`src/rtl/debug_pkg.sv`:
```
// Shared definitions for the debug frame serializer: ID width, header layout and FSM encoding.
package debug_pkg;

  localparam int unsigned ID_W          = 6;
  localparam int unsigned HDR_ID_LSB    = 0;
  localparam int unsigned HDR_BEATS_LSB = 8;
  localparam int unsigned HDR_BEATS_W   = 8;

  typedef enum logic [1:0] {
    ST_IDLE   = 2'd0,
    ST_HEADER = 2'd1,
    ST_DATA   = 2'd2
  } dbg_state_e;

  function automatic int unsigned ceil_div(input int unsigned num, input int unsigned den);
    return (num + den - 1) / den;
  endfunction

endpackage

```
`src/rtl/debug_request_detect.sv`:
```
// Request event detection (range + change edge), one-deep pending slot and overflow pulse.
module debug_request_detect
  import debug_pkg::*;
#(
  parameter logic [ID_W-1:0] BASE_ID    = '0,
  parameter int unsigned     N_CHANNELS = 4,
  parameter int unsigned     CH_W       = 2
) (
  input  logic            i_clock,
  input  logic            i_reset,
  input  logic [ID_W-1:0] i_request_select,
  input  logic            i_idle,
  input  logic            i_done,
  output logic            o_start_c,
  output logic [CH_W-1:0] o_start_ch_c,
  output logic            o_overflow
);

  localparam int unsigned RW = ID_W + 1;

  logic [ID_W-1:0] prev_select;
  logic            prev_in_range;
  logic            pend_valid;
  logic [CH_W-1:0] pend_ch;

  logic            in_range_c;
  logic            event_c;
  logic [CH_W-1:0] event_ch_c;
  logic            consume_c;
  logic            direct_c;
  logic            enqueue_c;

  // A finishing transfer hands over to the pending request first; a new event then refills the slot.
  always_comb begin
    in_range_c   = ({1'b0, i_request_select} >= RW'(BASE_ID)) &&
                   ({1'b0, i_request_select} <  (RW'(BASE_ID) + RW'(N_CHANNELS)));
    event_c      = in_range_c && (!prev_in_range || (i_request_select != prev_select));
    event_ch_c   = CH_W'(i_request_select - BASE_ID);
    consume_c    = i_done && pend_valid;
    direct_c     = event_c && (i_idle || (i_done && !pend_valid));
    enqueue_c    = event_c && !direct_c && (!pend_valid || consume_c);
    o_start_c    = direct_c || consume_c;
    o_start_ch_c = consume_c ? pend_ch : event_ch_c;
  end

  always_ff @(posedge i_clock) begin
    if (i_reset) begin
      prev_select   <= '0;
      prev_in_range <= 1'b0;
      pend_valid    <= 1'b0;
      pend_ch       <= '0;
      o_overflow    <= 1'b0;
    end else begin
      prev_select   <= i_request_select;
      prev_in_range <= in_range_c;
      o_overflow    <= event_c && !direct_c && pend_valid && !consume_c;
      if (enqueue_c) begin
        pend_valid <= 1'b1;
        pend_ch    <= event_ch_c;
      end else if (consume_c) begin
        pend_valid <= 1'b0;
      end
    end
  end

endmodule

```
`src/rtl/debug_frame_serializer.sv`:
```
// Serializes one selected debug channel word into an optional header plus LSB-first data frames
// over a valid/ready interface.
module debug_frame_serializer
  import debug_pkg::*;
#(
  parameter int unsigned     NB_LATCH      = 32,
  parameter int unsigned     NB_INPUT_SIZE = 80,
  parameter int unsigned     N_CHANNELS    = 4,
  parameter logic [ID_W-1:0] BASE_ID       = 6'b000000,
  parameter bit              HEADER_EN     = 1'b1
) (
  input  logic                                i_clock,
  input  logic                                i_reset,
  input  logic [ID_W-1:0]                     i_request_select,
  input  logic [N_CHANNELS*NB_INPUT_SIZE-1:0] i_data_from_mips,
  input  logic                                i_ready,
  output logic [NB_LATCH-1:0]                 o_frame,
  output logic                                o_valid,
  output logic                                o_last,
  output logic                                o_busy,
  output logic                                o_overflow
);

  localparam int unsigned BEATS  = ceil_div(NB_INPUT_SIZE, NB_LATCH);
  localparam int unsigned PAD_W  = BEATS * NB_LATCH;
  localparam int unsigned BEAT_W = $clog2(BEATS + 1);
  localparam int unsigned CH_W   = (N_CHANNELS > 1) ? $clog2(N_CHANNELS) : 1;
  localparam logic [BEAT_W-1:0] LAST_BEAT = BEAT_W'(BEATS - 1);

  function automatic logic [NB_LATCH-1:0] chunk(input logic [PAD_W-1:0] pad,
                                                input logic [BEAT_W-1:0] idx);
    chunk = '0;
    for (int unsigned i = 0; i < BEATS; i++) begin
      if (idx == BEAT_W'(i)) chunk = pad[i*NB_LATCH +: NB_LATCH];
    end
  endfunction

  function automatic logic [NB_LATCH-1:0] header_frame(input logic [CH_W-1:0] ch);
    header_frame = '0;
    header_frame[HDR_ID_LSB +: ID_W]           = BASE_ID + ID_W'(ch);
    header_frame[HDR_BEATS_LSB +: HDR_BEATS_W] = HDR_BEATS_W'(BEATS);
  endfunction

  dbg_state_e          state_q;
  logic [BEAT_W-1:0]   beat_q;
  logic [PAD_W-1:0]    data_q;

  logic                accept_c;
  logic                done_c;
  logic                idle_c;
  logic                start_c;
  logic [CH_W-1:0]     start_ch_c;
  logic [NB_INPUT_SIZE-1:0] start_word_c;
  logic [PAD_W-1:0]    start_pad_c;
  logic [BEAT_W-1:0]   beat_next_c;

  debug_request_detect #(
    .BASE_ID    (BASE_ID),
    .N_CHANNELS (N_CHANNELS),
    .CH_W       (CH_W)
  ) u_request_detect (
    .i_clock          (i_clock),
    .i_reset          (i_reset),
    .i_request_select (i_request_select),
    .i_idle           (idle_c),
    .i_done           (done_c),
    .o_start_c        (start_c),
    .o_start_ch_c     (start_ch_c),
    .o_overflow       (o_overflow)
  );

  // Channel word is captured only when its transfer actually starts.
  always_comb begin
    idle_c       = (state_q == ST_IDLE);
    accept_c     = o_valid && i_ready;
    done_c       = accept_c && (state_q == ST_DATA) && (beat_q == LAST_BEAT);
    beat_next_c  = beat_q + BEAT_W'(1);
    start_word_c = '0;
    for (int unsigned k = 0; k < N_CHANNELS; k++) begin
      if (start_ch_c == CH_W'(k)) start_word_c = i_data_from_mips[k*NB_INPUT_SIZE +: NB_INPUT_SIZE];
    end
    start_pad_c  = PAD_W'(start_word_c);
  end

  // A start on the last-beat acceptance edge overrides the return to idle.
  always_ff @(posedge i_clock) begin
    if (i_reset) begin
      state_q <= ST_IDLE;
      beat_q  <= '0;
      data_q  <= '0;
      o_frame <= '0;
      o_valid <= 1'b0;
      o_last  <= 1'b0;
      o_busy  <= 1'b0;
    end else if (start_c) begin
      data_q  <= start_pad_c;
      beat_q  <= '0;
      o_valid <= 1'b1;
      o_busy  <= 1'b1;
      if (HEADER_EN) begin
        state_q <= ST_HEADER;
        o_frame <= header_frame(start_ch_c);
        o_last  <= 1'b0;
      end else begin
        state_q <= ST_DATA;
        o_frame <= chunk(start_pad_c, '0);
        o_last  <= (LAST_BEAT == '0);
      end
    end else if (accept_c) begin
      unique case (state_q)
        ST_HEADER: begin
          state_q <= ST_DATA;
          beat_q  <= '0;
          o_frame <= chunk(data_q, '0);
          o_last  <= (LAST_BEAT == '0);
        end
        ST_DATA: begin
          if (beat_q == LAST_BEAT) begin
            state_q <= ST_IDLE;
            beat_q  <= '0;
            o_frame <= '0;
            o_valid <= 1'b0;
            o_last  <= 1'b0;
            o_busy  <= 1'b0;
          end else begin
            beat_q  <= beat_next_c;
            o_frame <= chunk(data_q, beat_next_c);
            o_last  <= (beat_next_c == LAST_BEAT);
          end
        end
        default: begin
          state_q <= ST_IDLE;
          o_valid <= 1'b0;
          o_busy  <= 1'b0;
          o_last  <= 1'b0;
        end
      endcase
    end
  end

endmodule

```
`config.mk`:
```
export PLATFORM = sky130hd
export DESIGN_NAME = debug_frame_serializer
export DESIGN_NICKNAME = d
export VERILOG_FILES = /design/src/rtl/debug_pkg.sv /design/src/rtl/debug_request_detect.sv /design/src/rtl/debug_frame_serializer.sv
export SDC_FILE = /design/constraint.sdc
export NUM_CORES = 1
export LEC_CHECK = 0
export ABC_AREA = 1
export CORE_UTILIZATION = 37
export CTS_CLUSTER_DIAMETER = 150
export DETAILED_ROUTE_END_ITERATION = 16
export PLACE_DENSITY = 0.77
export SETUP_SLACK_MARGIN = 0.02
export SYNTH_ARGS = -nofsm -noshare
export SYNTH_HDL_FRONTEND = slang
export SYNTH_SLANG_ARGS = --single-unit
```
`constraint.sdc`:
```
create_clock -name i_clock -period 1.9 [get_ports i_clock]
set_input_delay 0.285 -clock i_clock [delete_from_list [all_inputs] [get_ports i_clock]]
set_output_delay 0.285 -clock i_clock [all_outputs]
set_load 0.01 [all_outputs]
```
Figure 1. Sequential cells grouped by signal name (run 1).
Scale bar: 50 um.
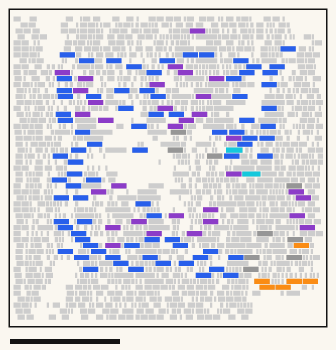
- state_q: cyan (flops 2)
- o_frame: purple (flops 32)
- u_request_detect.prev_select: orange (flops 6; where bottom right)
- data_q: blue (flops 80)
- not coloured: 9

Figure 2. Local utilization (run 1).
The die is cut into 14 by 14 equal tiles; white is low, dark blue is high, 0 to 100% covered.
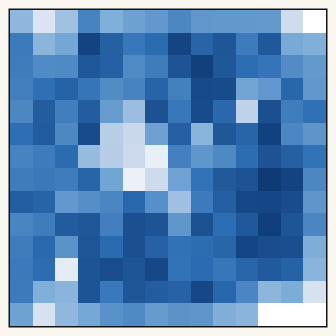
- nearly empty tiles: 2.0%
- tiles over 75% full: 41%
- fullest tile: 96%

==> results_slide.txt, run 1 <==
Key Metrics from the Run

Run status
  – Status: finished, violations left
  – Failing checks: setup timing

Synth
  – Post-Synth Adder-Cell Area: 0.005017
  – Syn. warnings: 0
  – Chip Area, Yosys: 7482 um^2
  – Top area cell types: dfxtp_1 (35%), nand2_1 (23%), nand3_1 (12%)
  – Synth flops: 129
  – Distinct cells, synth: 26

GRT
  – Met1 usage: 0.3729
  – Initial antenna violation count: 0
  – GRT Max-Usage Layer: met2

Timing
  – Final Hold Vio Count: 0
  – Final worst setup slack: -366.1 ps
  – Fin Hold WS: 463.5 ps
  – Setup-failing EPs final: 117

Layout
  – Largest reg by FF count: data_q

Power
  – P_int: 5.845 mW
  – Leakage: 5.727 nW
  – Clock power frac: 0.405
  – PwrDens: 559.6 nW/um^2

Critical path
  – Flop-to-flop setup slack: -370 ps
  – Crit. Startpoint: state_q[0]$_SDFFE_PP0P_
  – R2R cell count: 16

Clock network
  – CTS resizes: 108
  – Latency at later pin: 410 ps

Route
  – Highest Signal Layer: met4
  – Number of DRC markers in iteration 0: 857
  – Routed WL: 37180 um
  – WL/cell: 18.95 um

Hold path
  – Worst hold path class: register to register
  – Hold path depth: 2

Floorplanning
  – Die Y: 144.2 um
  – Die ar.: 20800 um^2

Placement
  – Port Buf Inserts: 364
  – Setup WS pre-CTS: -489.7 ps

Job
  – MaxCap Viol Count: 0
Figure 3. Placed cells, one colour a class (run 1).
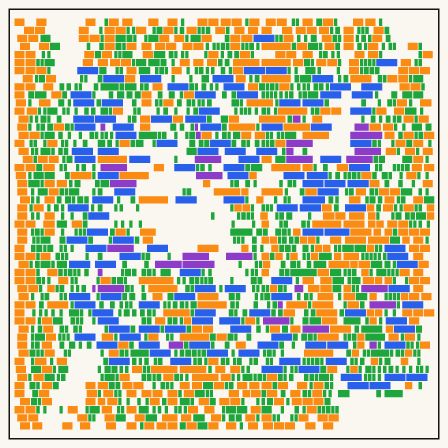
- registers: blue (cells 129; share of their area 19%)
- clock drivers and dummy loads: purple (cells 31; share of their area 4.2%)
- remaining buffers and delay cells: orange (cells 492; share of their area 39%)
- remaining logic cells: green (cells 1045; share of their area 38%)

run 1: cell usage after synthesis, types with 2 or more instances:
library cell and instances:
a21oi_1 49, a22oi_1 9, a31oi_1 12, buf_2 53, buf_4 3, buf_6 2, clkbuf_1 31, dfxtp_1 129
ha_1 3, inv_1 25, inv_2 2, nand2_1 460, nand3_1 185, nor2_1 197, nor2_2 4, nor2_4 2
nor4_1 2, o21ai_0 86, o21ai_1 2
run 1: final cells by class:
type	count	area (um^2)	area share
multi-input combinational	1017	5041	0.3587
clock inverter	10	111.4	0.007924
timing repair buffer	492	5414	0.3852
tap	265	331.6	0.02359
sequential	129	2587	0.1841
clock buffer	21	460.4	0.03276
inverter	28	107.6	0.007657
## Run 2: what changed since run 1
- CORE_AREA: not set -> 5 5 140 142
- CORE_UTILIZATION: 37 -> not set
- DIE_AREA: not set -> 0 0 145 147
- DONT_BUFFER_PORTS: not set -> 1
- PLACE_DENSITY: 0.77 -> not set
==> run 2 against run 1 <==
The run still ends with setup timing left. Clock skew grew 3.0 ps. Fmax is 6.0% higher. Non-clock buffer count fell by 354. Global-route usage fell by 4.6 points. Via count shrank 14%. Sequential power hardly changed. Clock-buffer cell count is 3 lower. Worst hold slack got worse by 450 ps. Wire length shrank 9.1%. First-iteration DRC count decreased by 12%. Register-to-register slack improved by 130 ps. Clock power is essentially flat. Highest routed layer unchanged.
==> results_slide.txt, run 2 <==
Key Metrics from the Run

Clock network
  – CTS resizes: 104 (-3.7%)
  – Latency at later pin: 420 ps (about the same)

Critical path
  – R2R cell count: 17 (+1)
  – Flop-to-flop setup slack: -240 ps (+130 ps)

Power
  – PwrDens: 674.2 nW/um^2 (+20%)
  – Leakage: 4.497 nW (-21%)

Run status
  – Failing checks: setup timing
  – Status: finished, violations left

Synth
  – Chip Area, Yosys: 7482 um^2 (unchanged)
  – Synth top cell by count: nand2_1
  – Distinct cells, synth: 26 (unchanged)

GRT
  – Initial antenna violation count: 0 (unchanged)
  – GRT Max-Usage Layer: met2

Layout
  – Logic area: 5197 um^2 (+3.1%)
  – Largest reg by FF count: data_q
  – Register area: 2585 um^2 (about the same)

Route
  – Routed WL: 33800 um (-9.1%)
  – Number of DRC markers in iteration 0: 757 (-12%)
  – WL/cell: 21.43 um (+13%)

Timing
  – Final worst setup slack: -238.3 ps (+127.8 ps)
  – Setup-failing EPs final: 113 (-3.4%)

Placement
  – Port Buf Inserts: 0 (-100%)

Floorplanning
  – Die ar.: 21320 um^2 (+2.5%)
run 2: cell types whose count changed in the layout (fill, tap and decap cells not counted), sizes merged, moves of 2 or more:
| cell | delta |
|---|---|
| dlygate4sd3 | +3 |
| clkinvlp | +2 |
| clkdlybuf4s50 | -364 |
| clkbuf | +3 |
| buf | +2 |
run 2: cell type report:
| type | count | share of cell area |
|---|---|---|
| multi-input cells | 1017 | 0.4885 |
| flip-flops and latches | 129 | 0.2430 |
| well taps | 234 | 0.02752 |
| repair buffers | 138 | 0.1763 |
| inverters | 28 | 0.01035 |
| clock inverters | 13 | 0.01305 |
| clock buffers | 18 | 0.04128 |
run 2: layer usage:
metal  up-vias  part of all wire
li1       4240                 -
met1      4222              0.41
met2       434              0.48
met3        68             0.083
met4         0             0.034
met5         -                 0
Figure 4. Local utilization (run 2).
The die is cut into 14 by 15 equal tiles; white is low, dark blue is high, 0 to 100% covered.
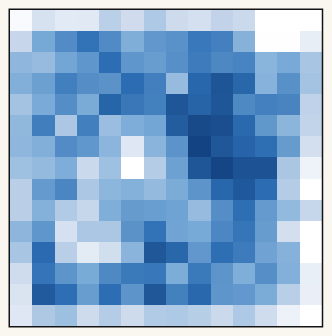
- nearly empty tiles: 4.8%
- fullest tile: 92%
- mean over tiles: 49%
- tiles over 75% full: 15%

Figure 5. Placed cells, one colour a class (run 2).
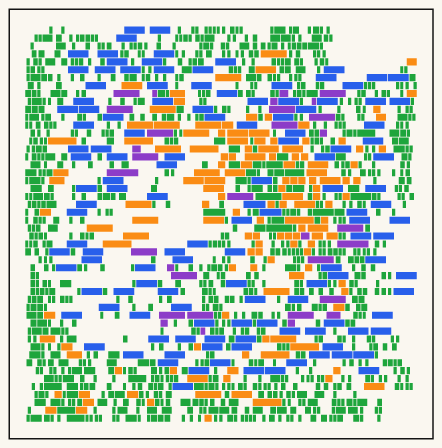
- remaining buffers and delay cells: orange (cells 138; share of their area 18%)
- registers: blue (cells 129; share of their area 25%)
- clock drivers and dummy loads: purple (cells 31; share of their area 5.6%)
- remaining logic cells: green (cells 1045; share of their area 51%)

## Run 3: what changed since run 2
- CORE_AREA: 5 5 140 142 -> not set
- CORE_ASPECT_RATIO: not set -> 0.75
- CORE_MARGIN: not set -> 5
- CORE_UTILIZATION: not set -> 45
- DIE_AREA: 0 0 145 147 -> not set
==> run 3 against run 2 <==
The run still ends with setup timing left. Die size shrank 9.3%. Largest cell class unchanged. Synthesized area is the same. Clock power grew 21%. Critical path type unchanged. Non-clock buffer count shrank 55. Fmax grew 7.5%. Setup slack gained 150 ps. Worst hold slack gained 3.7 ps.
==> results_slide.txt, run 3 <==
Key Metrics from the Run

Run status
  – Status: finished, violations left
  – Failing checks: setup timing

Route
  – Number of DRC markers in iteration 0: 802 (+5.9%)
  – DR vias: 8427
  – WL/cell: 19.76 um (-7.8%)
  – Routed WL: 29680 um (-12%)

Floorplanning
  – Tapcells: 210 (-10%)
  – Die ar.: 19330 um^2 (-9.3%)
  – IO Count: 365

Layout
  – Clk tree area frac: 0.07505 (+0.02072)
  – Logic area: 4715 um^2 (-9.3%)
  – #MultiIn Comb: 1018 (+0.098%)
  – Inverter count: 28 (unchanged)
  – Top Layout Cells: nand2_1 (443), nor2_1 (179), nand3_1 (158), dfxtp_1 (127), o21ai_0 (85)
  – Comb/total area: 0.5032 (+0.01467)
  – Flop Count: 129 (unchanged)
  – Register area: 2587 um^2 (about the same)
  – Largest cell class: combinational gates
  – Signal buf overhead: 0.1055 (-0.07079)
  – Clock buf count: 21 (+3)
  – Sequential share of cell area: 0.2762 (+0.03320)

Timing
  – Setup-failing EPs final: 70 (-38%)
  – Final worst setup slack: -88.95 ps (+149.3 ps)

Synth
  – Top post-synthesis cells by count: nand2_1 (460), nor2_1 (197), nand3_1 (185)
  – Distinct cells, synth: 26 (unchanged)
  – Synth area leader: dfxtp_1

Clock network
  – Latency at later pin: 420 ps (about the same)

Power
  – PwrDens: 803.5 nW/um^2 (+19%)
  – Leakage: 3.794 nW (-16%)

Critical path
  – Flop-to-flop setup slack: -90 ps (+150 ps)

GRT
  – Initial antenna violation count: 2 (+2)
  – Gr usage total: 0.2901

Placement
  – Port Buf Inserts: 0 (unchanged)

Hold path
  – Hold Crit Start: i_request_select[5]
-- run 3: cell counts after synthesis --
No cell type changed its count.
-- run 3: per-layer routing --
metal	vias up	global-route usage	routed length (um)	part of all wire
met4	0	0.08311	558	0.019
met2	404	0.4499	13340	0.45
met3	28	0.06459	2526	0.085
met5	-	0	0	0
met1	3861	0.4071	13250	0.45
li1	4134	-	-	-
-- run 3: cells by family (layout without fill, tap and decap cells) --
family	after synthesis	after routing	share of synthesized area
buf+inv	117	143	0.07107
other cells	0	2	0
mux	1	1	0.001338
fa+ha+maj	3	3	0.005017
compound gates	160	160	0.1129
simple gates	853	854	0.4645
flops	129	129	0.3452
Figure 6. Placed cells, one colour a class (run 3).
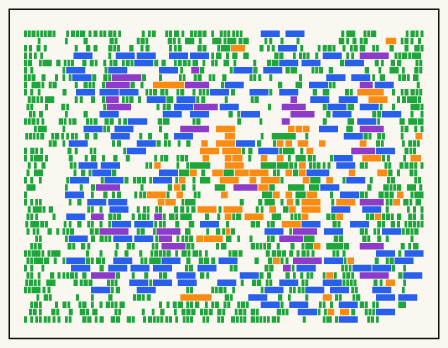
- clock drivers and dummy loads: purple (cells 32; share of their area 7.7%)
- remaining logic cells: green (cells 1046; share of their area 53%)
- remaining buffers and delay cells: orange (cells 83; share of their area 11%)
- registers: blue (cells 129; share of their area 28%)

Figure 7. Signal wires on met3 (run 3).
Scale bar: 50 um.
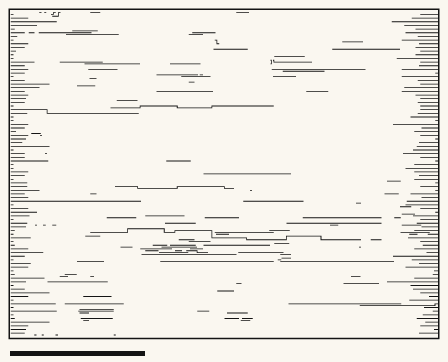
- nets with wire on the layer: 250
- share of all routed wire: 8.5%
- wire length on this layer: 2530 um
- main direction: horizontal
- longest straight run: 48.1 um


==> screenshots <==
Placement view.
picture 1
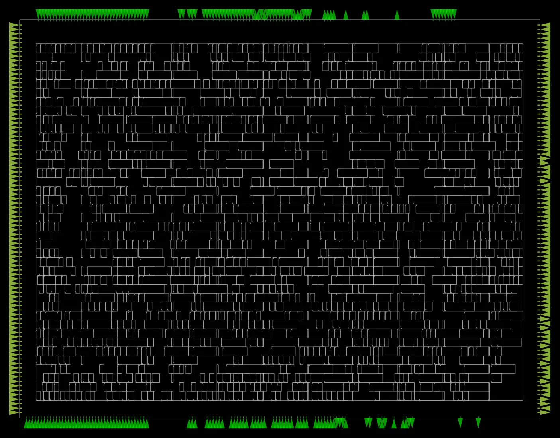
picture 2
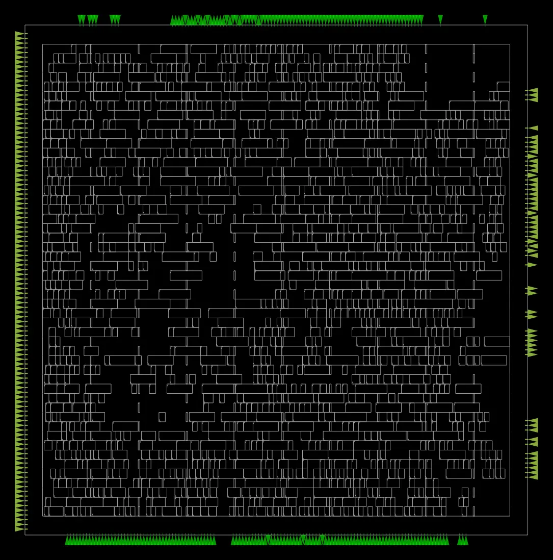
picture 3
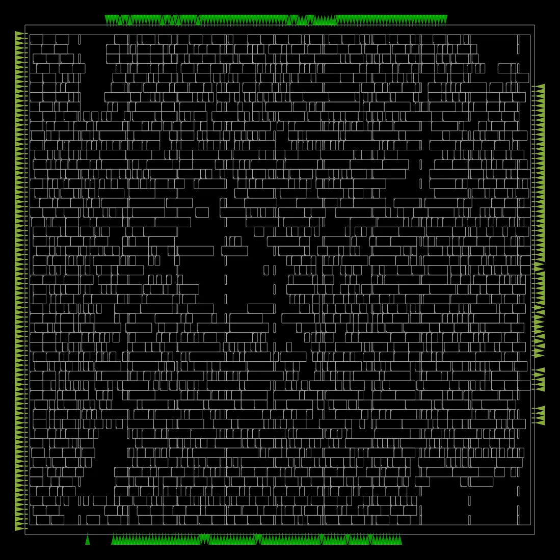
- run 1 = picture 3
- run 3 = picture 1
- run 2 = picture 2

Power and IR drop assume default switching activity.
